==> config.mk <==
export PLATFORM = sky130hd
export DESIGN_NAME = mult_if_deser
export DESIGN_NICKNAME = d
export VERILOG_FILES = /design/src/rtl/mult_if_deser.sv
export SDC_FILE = /design/constraint.sdc
export NUM_CORES = 1
export LEC_CHECK = 0
export CORE_MARGIN = 3
export CORE_UTILIZATION = 37
export DETAILED_ROUTE_END_ITERATION = 8
export PLACE_DENSITY = 0.55
export SLEW_MARGIN = 5
export SYNTH_ARGS = -nofsm -noshare
export SYNTH_HDL_FRONTEND = slang
export SYNTH_SLANG_ARGS = --single-unit
==> constraint.sdc <==
create_clock -name clk -period 3 [get_ports clk]
set_clock_uncertainty 0.15 [all_clocks]
set_input_delay 0.6 -clock clk [delete_from_list [all_inputs] [get_ports clk]]
set_output_delay 0.6 -clock clk [all_outputs]
set_load 0.01 [all_outputs]
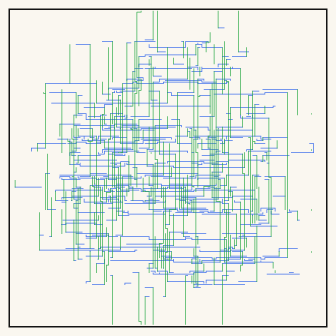
**Above:** run 1 (routed metal, one color a layer).
Two of the layers only.
legend:
  blue:
    layer: M1
    wire_length: 1690 microns
  green:
    layer: M2
    wire_length: 1810 microns
final routed wirelength across all metal layers: 3590 microns
global-route total usage across every layer: 0.151

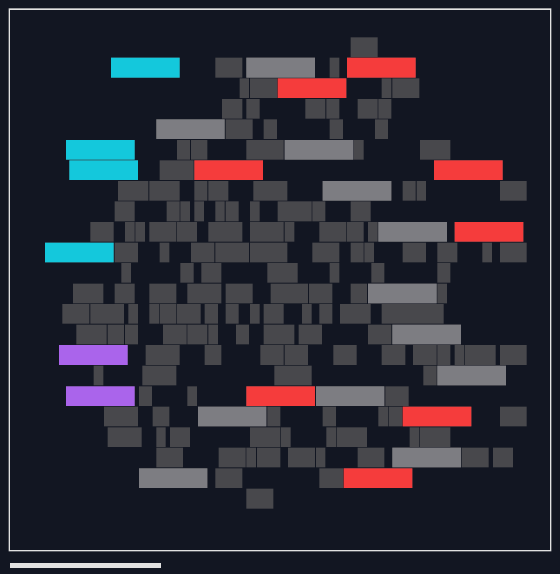
**Above:** run 1 (register map, names as in the netlist).
Bar = 20 microns.
legend:
  red:
    name_in_the_netlist: data_out
    flops: 8
  purple:
    name_in_the_netlist: state_q
    flops: 2
  cyan:
    name_in_the_netlist: count_q
    flops: 4
utilization after layout: 0.454
Seq/total area: 0.350
Sequential Power: 516 uW
Reg area: 651 sq um

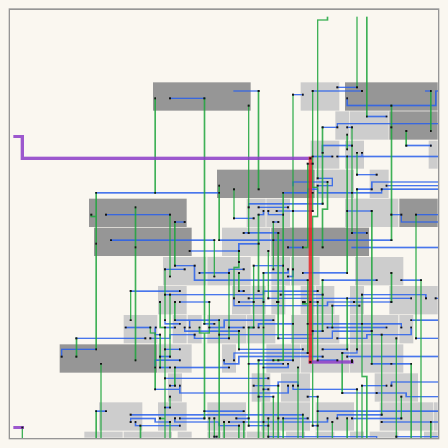
**Above:** run 1 (layout detail).
Region (0, 32) to (40, 72) microns. Cells in gray, sequential cells in the stronger gray; small squares are vias.
legend:
  purple:
    layer: M3
  blue:
    layer: M1
  red:
    layer: M4
  green:
    layer: M2
most frequent: dfrtp_1 (7), ha_1 (6), nand2_1 (5)
cells with their middle in the window: 54
sequential cells in the window: 7

==> reports/metrics.cfg, run 1 <==
[cells_and_area]
fillCellCount = 407
number_of_nets_in_the_layout = 194
combGateArea_sq_um = 866
final_layout_top_logic_cell = sky130_fd_sc_hd__dfrtp_1
final_layout_size_suffix_gt1_frac = 0.119

[drt]
remaining_number_of_nets_flagged_by_the_antenna_check_after_routing = 0
met3_length_microns = 73
dr_wl_met2_microns = 1810
drt-met1-wl_microns = 1690
drc = 0
route.detailed.wl_per_inst_microns = 15.9
drt_first_iter_violations = 74
drt-vias-per-instance = 5.34
highest_metal_used = met4
vias = 1207

[final_timing]
tightestPinTransition_ps = 503
setup_tns_ps = 0
post-route-period-util = 0.874
final_hold_viol_count = 0
maxSlewHeadroom = 0.664
holdWs_ps = 370
max_freq_mhz = 381
fin_crit_ps = 2620
rsz0062_at_grt = no

[floorplanning]
row_count = 23
dieHeight_microns = 71.6
chip_area_sq_mm = 0.00512
core_region_sq_mm = 0.00409

[clocking]
cts_resized = 0
ctsRootBufferMaster = sky130_fd_sc_hd__clkbuf_8
clkLatencyLatePin_ps = 270
numCtsBuffers = 3
post-cts-setup-buffer-count = 0
cts.htree.levels = 1
holdBufCountCts = 0
cts_tree = yes
buffer_depth_of_the_longest_clock_path = 2
clk_transition_reported_paths_ps = 90
cts_num_sinks = 26

[place]
place_congestion = 0.853
port-buffer-count = 17
post-dp-hpwl_microns = 2720

[pwr]
power.sequential.fraction = 0.345
pwr.group.clock_uw = 230
power_density_mw_per_mm2 = 805
cellInternalPower_uw = 919
comb_power_share = 0.501
power.net_switching_uw = 576
comb_cell_power_uw = 749
worst_ir_drop_on_vdd_v = 0.000334

[yosys]
synth.yosys.num_cells = 159
synth.cellmix.adderShare = 0.0865
synth.avg_cell_area_sq_um = 10.0
synth_flop_count = 26
synthesis.nets = 176
post_synth_num_cell_types = 40
post_synth_inst_count = 159
synth_compound_gate_area_share = 0.135
synth.yosys.seq_area_share = 0.409
mux_share = 0.0700
yosys-dominant-comb-family = simple AND/OR/NAND/NOR gates
synthSimpleGateAreaFrac = 0.206

[global_routing]
gr-max-usage-layer = met2
grt_overflow = 0
globalRouteMet1Util = 0.193
number_of_global_route_vias_before_repair = 1259
wire_length_of_the_first_global_routing_pass_microns = 6140

[critical_path]
r2r_slack_ps = 380
start_kind = register
crit_arrival_ps = 2640
worstSetupPathType = register to register
rr_worst_depth = 6
critical_path.max_fanout = 10
crit_required_ps = 3010

[min_path]
min_path_type = register to register
worst_hold_stages = 2

[run]
warnings = 34
max_cap_viol = 0

[status]
result_of_the_run = completed

run 1: per-stage QoR:
step	worst slack, ps	instances	utilization	instance area (sq um)	power [uW]
after floorplan	771	159	-	1590	1060
after global placement	390	222	0.441	1800	1260
after detailed placement	322	222	0.441	1800	1280
after CTS	395	226	0.454	1860	1510
after global routing	217	226	0.454	1860	1610
final	379	226	0.454	1860	1490
run 1: final cells by class:
cell class,count,area share
Multi-Input combinational cell,118,0.466
Sequential cell,26,0.350
Timing Repair Buffer,20,0.104
Tap cell,50,0.0337
Clock buffer,4,0.0296
Inverter,8,0.0162
run 1: synthesized netlist by cell type, drive strengths merged:
library cell,count,area share
buf,4,0.020
o21a,4,0.019
nand4b,1,0.0055
and2,2,0.0079
a311o,1,0.0063
and3b,1,0.0055
or3,1,0.0071
a221o,1,0.0063
a32oi,3,0.017
nand3,10,0.031
or4b,1,0.0063
clkbuf,3,0.0071
xnor2,4,0.022
dfrtp,26,0.41
inv,8,0.019
a2bb2oi,1,0.0055
nand2b,3,0.012
nand3b,4,0.019
xor2,2,0.011
ha,11,0.087
and3,1,0.0071
o221a,1,0.0071
o41ai,3,0.017
o211a,1,0.0063
o211ai,2,0.0094
o21ai,8,0.025
nand2,17,0.040
a22oi,1,0.0047
or3b,1,0.0055
a21oi,2,0.0063
xnor3,1,0.014
nor2b,2,0.0079
nor2,9,0.021
nor3b,1,0.0079
mux2i,1,0.0063
nor3,7,0.022
o2bb2ai,1,0.0055
mux2,9,0.064
run 1: critical path, cell delays in order (launching register included):
cell and delay, ps:
sky130_fd_sc_hd__dfrtp_1 410, sky130_fd_sc_hd__inv_1 100, sky130_fd_sc_hd__ha_1 460, sky130_fd_sc_hd__nor2b_1 480, sky130_fd_sc_hd__o21ai_1 260, sky130_fd_sc_hd__o211ai_1 300, sky130_fd_sc_hd__mux2_2 370
==> run 2: changes to the inputs <==
--- a/config.mk
+++ b/config.mk
@@ -13,3 +13,4 @@
 export SYNTH_ARGS = -nofsm -noshare
 export SYNTH_HDL_FRONTEND = slang
 export SYNTH_SLANG_ARGS = --single-unit
+export TNS_END_PERCENT = 1
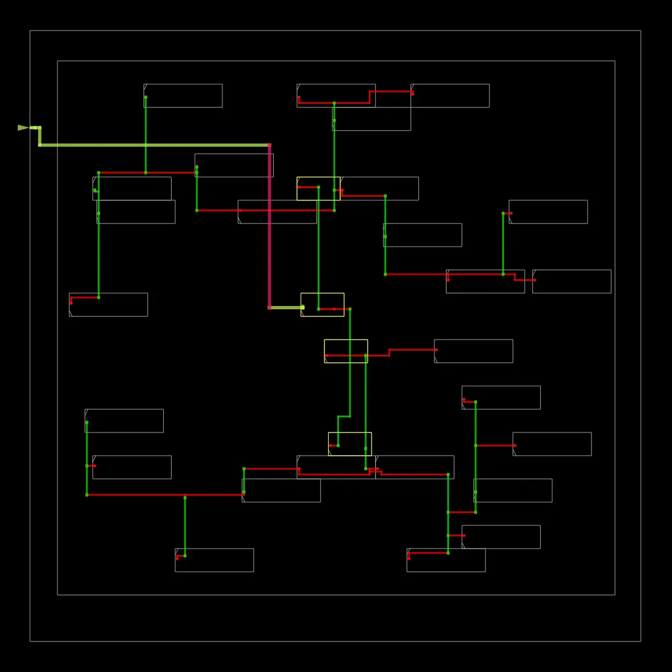
**Above:** run 2 (the clock network).
clock sink total: 26
power in the clock group: 230 uW

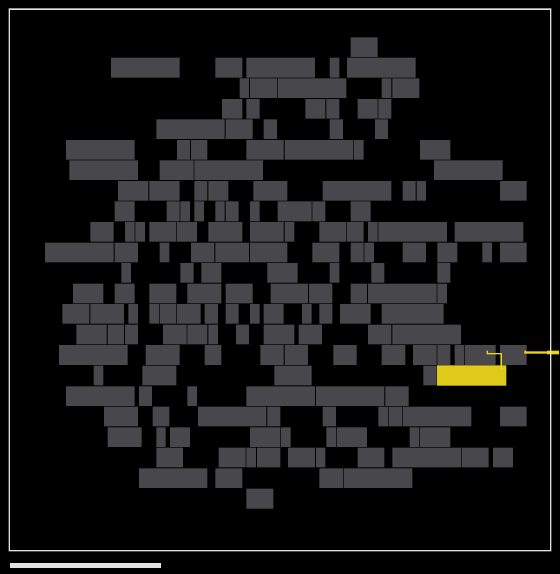
**Above:** run 2 (I/O nets highlighted).
Bar = 20 microns.
legend:
  yellow:
    port: par_err
    direction: output
    edge: right
    end_cells: 1
    buffers: 1
    wire: 7.80 microns
IO Port Bufs: 17
number of ports placed on the die boundary: 18

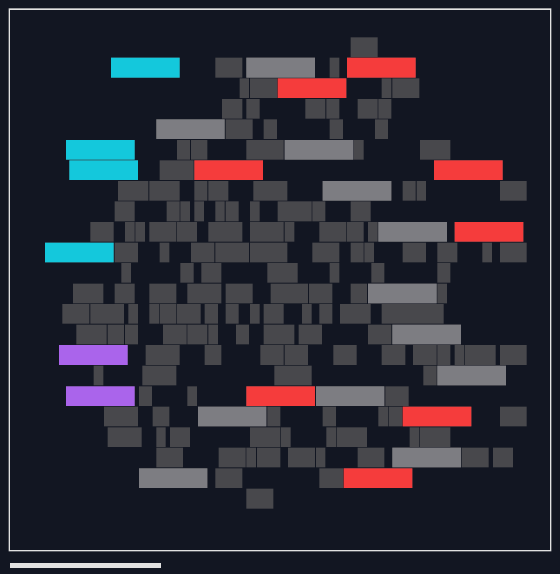
**Above:** run 2 (register map, names as in the netlist).
Bar = 20 microns.
legend:
  purple:
    name_in_the_netlist: state_q
    flops: 2
  red:
    name_in_the_netlist: data_out
    flops: 8
  cyan:
    name_in_the_netlist: count_q
    flops: 4

==> run 2 against run 1 <==
Against the previous run:
- critical path depth is the same
- power is the same
- combinational power barely moved
- count of clock-buffer cells in the layout unchanged
- die size stayed put
- design area stayed put
- cell count unchanged
- critical path type unchanged
- largest power group unchanged
==> reports/metrics.cfg, run 2 <==
[cells_and_area]
final_layout_top_logic_cell = sky130_fd_sc_hd__dfrtp_1
final_layout_size_suffix_gt1_frac = 0.119  ; unchanged
final_cells = 226  ; unchanged

[yosys]
post_synth_inst_count = 159  ; unchanged
async_flop_share = 1.00  ; unchanged
synth.yosys.num_cells = 159  ; unchanged
synth-edff-count = 0  ; unchanged
ys_dominant_reg_cell = sky130_fd_sc_hd__dfrtp_1
top_area_cell = sky130_fd_sc_hd__dfrtp_1
netlist_top_cells_count = sky130_fd_sc_hd__dfrtp_1 (26), sky130_fd_sc_hd__nand2_1 (17), sky130_fd_sc_hd__ha_1 (11)
synthesis.nets = 176  ; unchanged
synth_flop_count = 26  ; unchanged
top_cell = sky130_fd_sc_hd__dfrtp_1

[drt]
vias = 1207  ; unchanged
route.detailed.wl_per_inst_microns = 15.9  ; unchanged
drt_first_iter_violations = 74  ; unchanged
wirelength_microns = 3590  ; unchanged

[floorplanning]
core_region_sq_mm = 0.00409  ; unchanged
dieHeight_microns = 71.6  ; unchanged

[pwr]
worst_ir_drop_on_vdd_v = 0.000334  ; unchanged
totalPowerFinal_uw = 1490  ; unchanged
power_density_mw_per_mm2 = 805  ; unchanged

[critical_path]
crit_required_ps = 3010  ; about the same
rr_worst_depth = 6  ; unchanged
worstSetupPathType = register to register
start_kind = register
r2r_slack_ps = 380  ; about the same

[run]
warnings = 34  ; unchanged

[status]
result_of_the_run = completed

[clocking]
post-cts-setup-buffer-count = 0  ; unchanged
cts_tree = yes
clk_transition_reported_paths_ps = 90  ; about the same
cts_resized = 0  ; unchanged
holdBufCountCts = 0  ; unchanged
cts.htree.levels = 1  ; unchanged

[final_timing]
final_hold_viol_count = 0  ; unchanged
setup_ws_ps = 379  ; unchanged
max_freq_mhz = 381  ; unchanged
rsz0062_at_grt = no
post-route-period-util = 0.874  ; unchanged

[place]
placedCellCount = 222  ; unchanged

[global_routing]
groute.usage.overall = 0.151  ; unchanged
grt_overflow = 0  ; unchanged
gr-max-usage-layer = met2

-- run 2: report_power, final --
| group | switching (uW) | leakage (uW) | internal, uW |
|---|---|---|---|
| clock | 112 | 0.0000288 | 117 |
| sequential | 76.6 | 0.000345 | 439 |
| combinational | 387 | 0.000462 | 362 |
-- run 2: layout make-up --
type,count,area (sq um),share of cell area
repair buffers,20,193,0.104
multi-input cells,118,866,0.466
flip-flops and latches,26,651,0.350
inverters,8,30.0,0.0162
well taps,50,62.6,0.0337
clock buffers,4,55.1,0.0296
-- run 2: per-stage QoR --
step / hold WS (ps) / area, sq um
after floorplan: 154 / 1590
after CTS: 375 / 1860
final: 370 / 1860
after global placement: 310 / 1800
after global routing: 422 / 1860
after detailed placement: 354 / 1800
-- run 2: cell families (layout without fill, tap and decap cells) --
family,count (synthesis),count (layout),share of synthesized area
compound gates,29,29,0.135
xor+xnor,7,7,0.0472
fa+ha+maj,11,11,0.0865
buf+inv,15,32,0.0464
flops,26,26,0.409
mux,10,10,0.0700
simple gates,61,61,0.206
-- run 2: metal layers --
layer	wire length, microns	share of wire	vias up
li1	-	-	600
met4	19	0.0053	0
met3	73	0.020	2
met2	1810	0.50	11
met5	0	0	-
met1	1690	0.47	594
-- run 2: worst max-delay path, stage by stage, from the launching register on --
cell,delay [ps]
sky130_fd_sc_hd__dfrtp_1,410
sky130_fd_sc_hd__inv_1,100
sky130_fd_sc_hd__ha_1,460
sky130_fd_sc_hd__nor2b_1,480
sky130_fd_sc_hd__o21ai_1,260
sky130_fd_sc_hd__o211ai_1,300
sky130_fd_sc_hd__mux2_2,370
Power is estimated from default activity; no workload was simulated.
